===== src/rtl/branch_sequencer_if.sv =====
// Decode / Brancher / fetch signal bundle for branch_sequencer.
// slave = the sequencer; master = the decode/Brancher/fetch side.
interface branch_sequencer_if #(
  parameter int COUNT_W = 16
);
  logic               IssueValid;
  logic [1:0]         IssueBranchType;
  logic               IssueReady;
  logic [1:0]         BrancherType;
  logic               BranchSignal;
  logic [31:0]        BranchAddress;
  logic [31:0]        PCValue;
  logic               StallFetch;
  logic               FlushPipe;
  logic [COUNT_W-1:0] TakenCount;

  modport slave (
    input  IssueValid,
    input  IssueBranchType,
    input  BranchSignal,
    input  BranchAddress,
    output IssueReady,
    output BrancherType,
    output PCValue,
    output StallFetch,
    output FlushPipe,
    output TakenCount
  );

  modport master (
    output IssueValid,
    output IssueBranchType,
    output BranchSignal,
    output BranchAddress,
    input  IssueReady,
    input  BrancherType,
    input  PCValue,
    input  StallFetch,
    input  FlushPipe,
    input  TakenCount
  );
endinterface


===== src/rtl/branch_sequencer.sv =====
// Fetch-side PC owner that sequences the Brancher unit.
// Ports: ClockInput, ResetInput (async high), bus (slave: issue, Brancher, fetch).
module branch_sequencer #(
  parameter logic [31:0] RESET_PC     = 32'h0000_0000,
  parameter int          PC_STEP      = 4,
  parameter int          FLUSH_CYCLES = 2,
  parameter int          COUNT_W      = 16
) (
  input  logic ClockInput,
  input  logic ResetInput,
  branch_sequencer_if.slave bus
);
  typedef enum logic [1:0] {
    RUN, ISSUE, WAIT, FLUSH
  } state_t;

  localparam logic [31:0] STEP = 32'(PC_STEP);
  localparam logic [3:0]  FLUSH_LAST = 4'(FLUSH_CYCLES - 1);

  state_t             state;
  logic [31:0]        pcValue;
  logic [1:0]         brancherType;
  logic               stallFetch;
  logic               flushPipe;
  logic [COUNT_W-1:0] takenCount;
  logic [3:0]         flushCount;
  logic               accept;
  logic               isBranch;

  assign accept = bus.IssueValid && (state == RUN);
  // Types 1 and 3 are branches; 0 and reserved 2 share bit0 = 0.
  assign isBranch = bus.IssueBranchType[0];

  always_ff @(posedge ClockInput or posedge ResetInput) begin
    if (ResetInput) begin
      state        <= RUN;
      pcValue      <= RESET_PC;
      brancherType <= 2'd0;
      stallFetch   <= 1'b0;
      flushPipe    <= 1'b0;
      takenCount   <= '0;
      flushCount   <= 4'd0;
    end else begin
      unique case (state)
        RUN: begin
          if (accept) begin
            if (isBranch) begin
              brancherType <= bus.IssueBranchType;
              stallFetch   <= 1'b1;
              state        <= ISSUE;
            end else begin
              pcValue <= pcValue + STEP;
            end
          end
        end
        ISSUE: begin
          brancherType <= 2'd0;
          state        <= WAIT;
        end
        WAIT: begin
          if (bus.BranchSignal) begin
            pcValue    <= bus.BranchAddress;
            flushPipe  <= 1'b1;
            flushCount <= FLUSH_LAST;
            if (takenCount != '1)
              takenCount <= takenCount + 1'b1;
            state <= FLUSH;
          end else begin
            pcValue    <= pcValue + STEP;
            stallFetch <= 1'b0;
            state      <= RUN;
          end
        end
        FLUSH: begin
          if (flushCount != 4'd0) begin
            flushCount <= flushCount - 4'd1;
          end else begin
            flushPipe  <= 1'b0;
            stallFetch <= 1'b0;
            state      <= RUN;
          end
        end
        default: state <= RUN;
      endcase
    end
  end

  assign bus.IssueReady   = (state == RUN);
  assign bus.BrancherType = brancherType;
  assign bus.PCValue      = pcValue;
  assign bus.StallFetch   = stallFetch;
  assign bus.FlushPipe    = flushPipe;
  assign bus.TakenCount   = takenCount;
endmodule

===== src/flat_wrapper.sv =====
// flat-port wrapper written by rule: the top's interface ports become plain ports
module branch_sequencer_flat 
#(
  parameter logic [31:0] RESET_PC     = 32'h0000_0000,
  parameter int          PC_STEP      = 4,
  parameter int          FLUSH_CYCLES = 2,
  parameter int          COUNT_W      = 16
)
  (ClockInput, ResetInput, bus_IssueValid, bus_IssueBranchType, bus_BranchSignal, bus_BranchAddress, bus_IssueReady, bus_BrancherType, bus_PCValue, bus_StallFetch, bus_FlushPipe, bus_TakenCount);
  branch_sequencer_if #(.COUNT_W(COUNT_W)) bus_i ();
  input  logic ClockInput;
  input  logic ResetInput;
  input wire logic [$bits(bus_i.IssueValid)-1:0] bus_IssueValid;
  input wire logic [$bits(bus_i.IssueBranchType)-1:0] bus_IssueBranchType;
  input wire logic [$bits(bus_i.BranchSignal)-1:0] bus_BranchSignal;
  input wire logic [$bits(bus_i.BranchAddress)-1:0] bus_BranchAddress;
  output wire logic [$bits(bus_i.IssueReady)-1:0] bus_IssueReady;
  output wire logic [$bits(bus_i.BrancherType)-1:0] bus_BrancherType;
  output wire logic [$bits(bus_i.PCValue)-1:0] bus_PCValue;
  output wire logic [$bits(bus_i.StallFetch)-1:0] bus_StallFetch;
  output wire logic [$bits(bus_i.FlushPipe)-1:0] bus_FlushPipe;
  output wire logic [$bits(bus_i.TakenCount)-1:0] bus_TakenCount;
  assign bus_i.IssueValid = bus_IssueValid;
  assign bus_i.IssueBranchType = bus_IssueBranchType;
  assign bus_i.BranchSignal = bus_BranchSignal;
  assign bus_i.BranchAddress = bus_BranchAddress;
  assign bus_IssueReady = bus_i.IssueReady;
  assign bus_BrancherType = bus_i.BrancherType;
  assign bus_PCValue = bus_i.PCValue;
  assign bus_StallFetch = bus_i.StallFetch;
  assign bus_FlushPipe = bus_i.FlushPipe;
  assign bus_TakenCount = bus_i.TakenCount;
  branch_sequencer #(.RESET_PC(RESET_PC), .PC_STEP(PC_STEP), .FLUSH_CYCLES(FLUSH_CYCLES), .COUNT_W(COUNT_W)) u_core (.ClockInput(ClockInput), .ResetInput(ResetInput), .bus(bus_i));
endmodule

===== config.mk =====
export PLATFORM = sky130hd
export DESIGN_NAME = branch_sequencer_flat
export DESIGN_NICKNAME = d
export VERILOG_FILES = /design/src/rtl/branch_sequencer_if.sv /design/src/rtl/branch_sequencer.sv /design/src/flat_wrapper.sv
export SDC_FILE = /design/constraint.sdc
export NUM_CORES = 1
export LEC_CHECK = 0
export ABC_AREA = 1
export CAP_MARGIN = 20
export CORE_AREA = 8 8 96 98
export CTS_BUF_LIST = sky130_fd_sc_hd__clkbuf_8
export DETAILED_ROUTE_END_ITERATION = 8
export DIE_AREA = 0 0 104 106
export PLACE_DENSITY = 0.8
export SLEW_MARGIN = 20
export SYNTH_ARGS = -nofsm -noshare
export SYNTH_HDL_FRONTEND = slang
export SYNTH_SLANG_ARGS = --single-unit

===== constraint.sdc =====
create_clock -name ClockInput -period 5.28 [get_ports ClockInput]
set_input_delay 1.056 -clock ClockInput [delete_from_list [all_inputs] [get_ports ClockInput]]
set_output_delay 1.056 -clock ClockInput [all_outputs]
set_load 0.02 [all_outputs]

Fig. 1: run 1, signal wires on met2
Cells faint in the background.
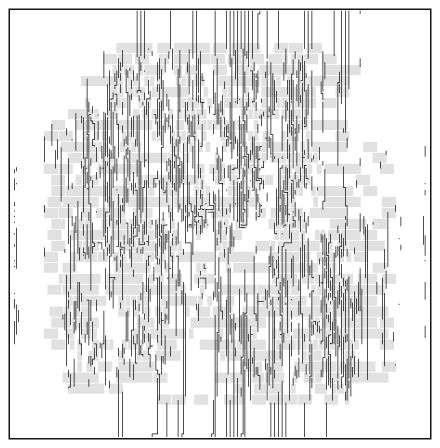
longest straight run: 38.4 µm
share of all routed wire: 48%
nets with wire on the layer: 551

Fig. 2: run 1, track usage over the die
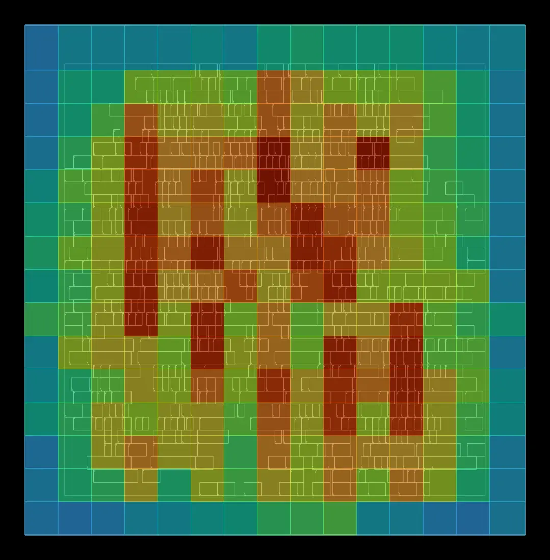
met3 global-route usage: 3.75%
busiest grt layer: met2

==> flow_metrics.env, run 1 <==
# physical design summary
export IMPL_ff_type="dfrtp_1"
export IMPL_critPathSlowestCell="clkdlybuf4s50_1"
export IMPL_synthesis_nets=614
export IMPL_required_ns=5.52
export IMPL_timing_setup_tns_ns=0
export IMPL_io_buffers=90
export IMPL_clk_latency_ns=0.35
export IMPL_boundaryPins=91
export IMPL_adder_share_pct=0.986
export IMPL_lay_top_cells="nand2_1, clkdlybuf4s50_1, nor2_1"
export IMPL_p_seq_share_pct=31.8
export IMPL_holdPathStages=1
export IMPL_crit_path_end_kind="register"
export IMPL_post_route_min_period_ns=2.87
export IMPL_p_sw_share_pct=45.7
export IMPL_wl_um=10300
export IMPL_ys_cells=573
export IMPL_cts_tree="yes"
export IMPL_cts_resized=0
export IMPL_wl_per_cell_um=13.3
export IMPL_yosysWarnings=0
export IMPL_clock_area_share_pct=4.42
export IMPL_place_area_um2=4730
export IMPL_powerClk_mw=0.461
export IMPL_regArea_um2=1450
export IMPL_die_h_um=106
export IMPL_hold_violations=0
export IMPL_coreArea_um2=7850
export IMPL_comb_power_share_pct=50.5
export IMPL_crit_type="primary input to register"
export IMPL_clk_path_buf_depth=2
export IMPL_design_seq_count=58
export IMPL_area_delta_synth_final_pct=30.0
export IMPL_nNonClkInverters=63
export IMPL_simple_gate_share_pct=40.3
export IMPL_vias=3885
export IMPL_critPathCapture="u_core.bus.TakenCount[12]"
export IMPL_syn_area_per_cell_um2=6.64
export IMPL_nClkBuffers=10
export IMPL_cap_violations=0
export IMPL_whs_endpoint="u_core.flushCount[0]"
export IMPL_rr_endpoint="u_core.bus.TakenCount[12]"
export IMPL_synth_top_cell_area_share_pct=38.1
export IMPL_largest_reg_flops=32
export IMPL_post_cts_buffers=0
export IMPL_die_w_um=104
export IMPL_cts_num_sinks=58
export IMPL_first_iter_violations=181
export IMPL_synth_flops=58
export IMPL_largest_class="multi-input combinational cells"
export IMPL_ctsHoldBuffers=0
export IMPL_worstMarginPinSlew_ns=0.735
export IMPL_nWellTaps=105
export IMPL_status="finished, final reports clean"
Fig. 3: run 1, sequential cells colored by netlist name
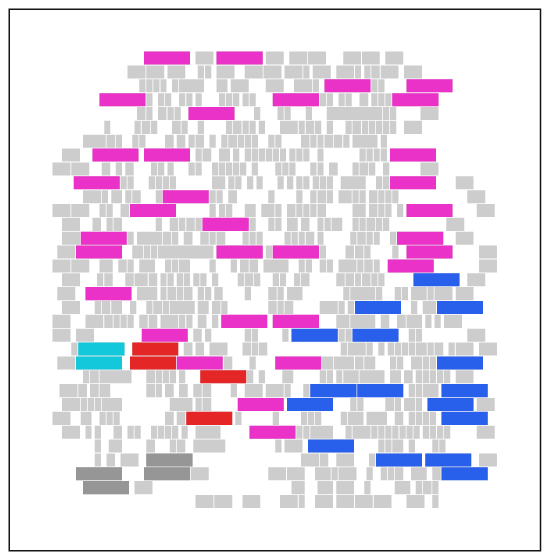
[`u_core.bus.TakenCount`] blue | placed flops: 16
[`u_core.bus.BrancherType`] cyan | placed flops: 2
[`u_core.bus.PCValue`] magenta | placed flops: 32
[`u_core.flushCount`] red | placed flops: 4

==> run 1 -> run 2 <==
--- a/config.mk
+++ b/config.mk
@@ -7,11 +7,11 @@
 export LEC_CHECK = 0
 export ABC_AREA = 1
 export CAP_MARGIN = 20
-export CORE_AREA = 8 8 96 98
+export CORE_AREA = 8 8 99 101
 export CTS_BUF_LIST = sky130_fd_sc_hd__clkbuf_8
 export DETAILED_ROUTE_END_ITERATION = 8
-export DIE_AREA = 0 0 104 106
-export PLACE_DENSITY = 0.8
+export DIE_AREA = 0 0 107 109
+export PLACE_DENSITY = 0.78
 export SLEW_MARGIN = 20
 export SYNTH_ARGS = -nofsm -noshare
 export SYNTH_HDL_FRONTEND = slang
==> constraint.sdc (replaced) <==
create_clock -name ClockInput -period 2.5 [get_ports ClockInput]
set_input_delay 0.5 -clock ClockInput [delete_from_list [all_inputs] [get_ports ClockInput]]
set_output_delay 0.5 -clock ClockInput [all_outputs]
set_load 0.02 [all_outputs]
Fig. 4: run 2, signal wires on met2
Cells faint in the background.
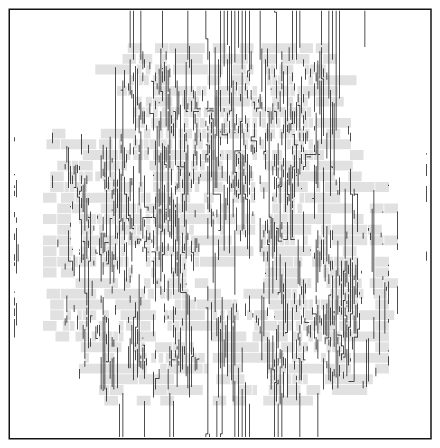
main direction: vertical
share of all routed wire: 48%
wire length on this layer: 4880 µm
nets with wire on the layer: 546

Fig. 5: run 2, track usage over the die
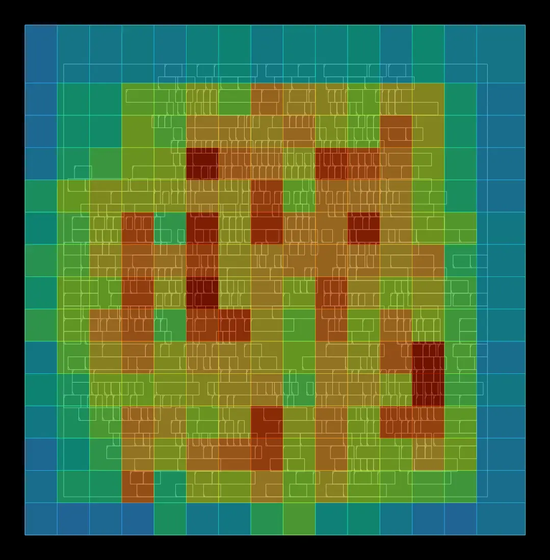
met2 usage: 29.8%
drt wl/cell: 13.2 µm

==> run 2 against run 1 <==
Effect of this change: count of clock-buffer cells in the layout increased by 1; non-clock buffer count increased by 5; highest routed layer unchanged; worst setup slack got worse by 2.0 ns.
==> flow_metrics.env, run 2 <==
# physical design summary
export IMPL_post_cts_buffers=0
export IMPL_vias=3884
export IMPL_synth_chip_area_um2=3810
export IMPL_place_area_um2=4780
export IMPL_clock_area_share_pct=3.85
export IMPL_synthAoiAreaFrac_pct=9.27
export IMPL_hold_violations=0
export IMPL_nWellTaps=108
export IMPL_wl_um=10200
export IMPL_p_seq_mw=1.76
export IMPL_cts_tree="yes"
export IMPL_xor_share_pct=1.84
export IMPL_rrSetupSlack_ns=0.75
export IMPL_io_buffers=90
export IMPL_antennaDiodeCount=0
export IMPL_ctsHoldBuffers=0
export IMPL_synth_top_cell_area_share_pct=38.1
export IMPL_die_h_um=109
export IMPL_hold_ws_ns=0.465
export IMPL_powerClk_mw=0.875
export IMPL_p_total_mw=5.42
export IMPL_yosysWarnings=0
export IMPL_lay_top_cells="nand2_1, clkdlybuf4s50_1, nor2_1"
export IMPL_syn_area_per_cell_um2=6.64
export IMPL_hpwlAfterDp_um=7790
export IMPL_first_iter_violations=198
export IMPL_post_route_min_period_ns=2.13
export IMPL_critPathCapture="bus_IssueReady"
export IMPL_grt_busiest_layer="met2"
export IMPL_nClkBuffers=11
export IMPL_die_w_um=107
export IMPL_edf_count=0
export IMPL_route_met2_wl_um=4880
export IMPL_crit_path_end_kind="primary output"
export IMPL_relSlewSlack_pct=71.5
export IMPL_largest_class="multi-input combinational cells"
export IMPL_timing_setup_tns_ns=0
export IMPL_nNonClkInverters=63
export IMPL_clk_path_buf_depth=2
export IMPL_synth_flops=58
export IMPL_finClkSkew_ns=0.0141
export IMPL_p_sw_share_pct=46.0
export IMPL_cts_resized=0
export IMPL_rows=34
export IMPL_synthArstFlopShare_pct=100
export IMPL_period_used_pct=85.2
export IMPL_crit_type="register to primary output"
export IMPL_ys_cells=573
export IMPL_synthesis_nets=614
export IMPL_final_cells=776
export IMPL_adder_share_pct=0.986
export IMPL_cap_violations=0
export IMPL_p_per_area_nw_per_um2=1090
export IMPL_simple_gate_share_pct=40.3
export IMPL_final_max_slew_viol_count=0
export IMPL_regArea_um2=1450
export IMPL_status="finished, final reports clean"
export IMPL_area_delta_synth_final_pct=30.7
export IMPL_p_int_mw=2.93
export IMPL_critPathSlowestCell="clkdlybuf4s50_1"
export IMPL_clk_latency_ns=0.35
export IMPL_grt_pass1_vias=3638
export IMPL_buffers=96
export IMPL_comb_power_share_pct=51.3
export IMPL_coreArea_um2=8380
export IMPL_rr_endpoint="u_core.bus.TakenCount[9]"
export IMPL_critPathBufInv=1
export IMPL_grtUsageMet3_pct=5.73
export IMPL_worstMarginPinSlew_ns=0.427
export IMPL_crit_chain="nor2_4, clkdlybuf4s50_1"
export IMPL_required_ns=2.00
export IMPL_ff_type="dfrtp_1"
export IMPL_yosys_area_top_type="dfrtp_1"
export IMPL_boundaryPins=91
export IMPL_antenna_left=0
export IMPL_cts_num_sinks=58
export IMPL_p_seq_share_pct=32.5
export IMPL_design_seq_count=58
export IMPL_largest_reg_flops=32
Fig. 6: run 2, sequential cells colored by netlist name
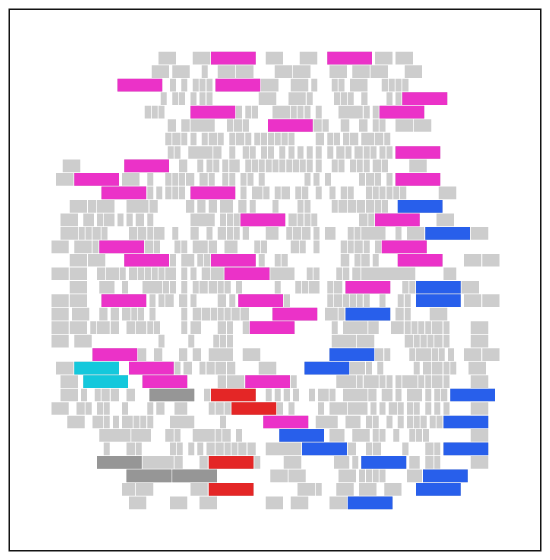
[`u_core.bus.TakenCount`] blue | placed flops: 16
[`u_core.bus.BrancherType`] cyan | placed flops: 2
[`u_core.bus.PCValue`] magenta | placed flops: 32
[`u_core.flushCount`] red | placed flops: 4 | where: bottom middle

==> run 2 -> run 3 <==
--- a/config.mk
+++ b/config.mk
@@ -7,11 +7,13 @@
 export LEC_CHECK = 0
 export ABC_AREA = 1
 export CAP_MARGIN = 20
-export CORE_AREA = 8 8 99 101
+export CELL_PAD_IN_SITES_DETAIL_PLACEMENT = 0
+export CELL_PAD_IN_SITES_GLOBAL_PLACEMENT = 1
+export CORE_AREA = 8 8 119 121
 export CTS_BUF_LIST = sky130_fd_sc_hd__clkbuf_8
 export DETAILED_ROUTE_END_ITERATION = 8
-export DIE_AREA = 0 0 107 109
-export PLACE_DENSITY = 0.78
+export DIE_AREA = 0 0 127 129
+export PLACE_DENSITY_LB_ADDON = 0.1
 export SLEW_MARGIN = 20
 export SYNTH_ARGS = -nofsm -noshare
 export SYNTH_HDL_FRONTEND = slang
Fig. 7: run 3, track usage over the die
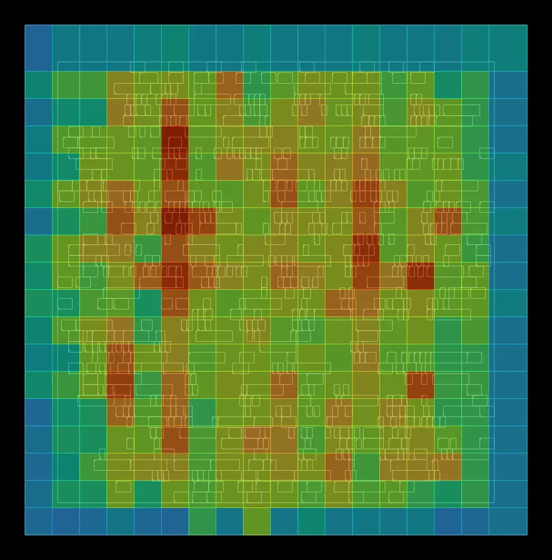
met3 global-route usage: 4.10%
met2 usage: 21.9%
gr usage total: 14.7%
final core occ: 40.6%

Fig. 8: run 3, signal wires on met2
Cells faint in the background.
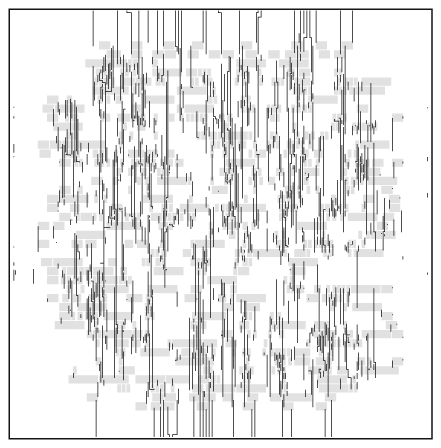
nets with wire on the layer: 533
longest straight run: 45.9 µm

==> run 3 against run 2 <==
Effect of this change: power shrank 1.0%; register-to-register slack lost 0.05 ns; worst hold slack gained 0.0052 ns; via count shrank 1.7%; area after synthesis is the same; worst setup slack lost 0.016 ns; sequential share of layout area shrank 0.15 points; synthesized cell count is the same; sequential cell count is the same; cell area grew 0.50%; non-clock buffer count is the same; sequential power is essentially flat; largest power group unchanged; highest routed layer unchanged.
==> flow_metrics.env, run 3 <==
# physical design summary
export IMPL_status="finished, final reports clean"
export IMPL_largest_reg_flops=32
export IMPL_period_used_pct=85.9
export IMPL_clk_path_buf_depth=2
export IMPL_rr_endpoint="u_core.bus.PCValue[26]"
export IMPL_wl_um=11600
export IMPL_rrSetupSlack_ns=0.70
export IMPL_synthArstFlopShare_pct=100
export IMPL_adder_share_pct=0.986
export IMPL_clock_area_share_pct=3.28
export IMPL_timing_setup_tns_ns=0
export IMPL_regArea_um2=1450
export IMPL_ys_cells=573
export IMPL_lay_top_cells="nand2_1, clkdlybuf4s50_1, nor2_1"
export IMPL_p_int_mw=2.80
export IMPL_clk_latency_ns=0.36
export IMPL_nNonClkInverters=63
export IMPL_cts_tree="yes"
export IMPL_powerClk_mw=0.780
export IMPL_yosys_area_top_type="dfrtp_1"
export IMPL_critPathCapture="bus_IssueReady"
export IMPL_xor_share_pct=1.84
export IMPL_place_area_um2=4840
export IMPL_crit_chain="nor2_4, clkdlybuf4s50_1"
export IMPL_yosysWarnings=0
export IMPL_buffers=96
export IMPL_first_iter_violations=228
export IMPL_design_seq_count=58
export IMPL_hpwlAfterDp_um=8550
export IMPL_hold_ws_ns=0.470
export IMPL_cts_resized=0
export IMPL_area_delta_synth_final_pct=31.4
export IMPL_relSlewSlack_pct=76.2
export IMPL_p_sw_share_pct=47.8
export IMPL_whs_endpoint="u_core.flushCount[0]"
export IMPL_synthesis_nets=614
export IMPL_post_route_min_period_ns=2.15
export IMPL_crit_type="register to primary output"
export IMPL_required_ns=2.00
export IMPL_post_cts_buffers=0
export IMPL_ctsHoldBuffers=0
export IMPL_nWellTaps=150
export IMPL_die_w_um=127
export IMPL_grt_pass1_vias=3762
export IMPL_synth_chip_area_um2=3810
export IMPL_antennaDiodeCount=0
export IMPL_critPathBufInv=1
export IMPL_synth_flops=58
export IMPL_coreArea_um2=12300
export IMPL_boundaryPins=91
export IMPL_cts_num_sinks=58
export IMPL_io_buffers=90
export IMPL_syn_area_per_cell_um2=6.64
Fig. 9: run 3, gate families picked out
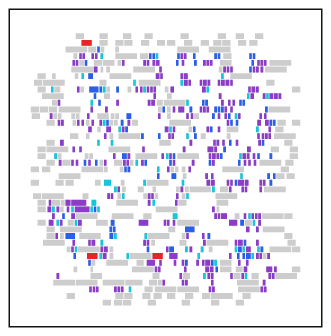
[fa/ha/maj cells] red | cells: 3 | most used: ha_1
[inv cells] cyan | cells: 63 | most used: inv_1
[nor cells] blue | cells: 90 | most used: nor2_1
[nand cells] purple | cells: 265 | most used: nand2_1

Power is estimated from default activity; no workload was simulated.
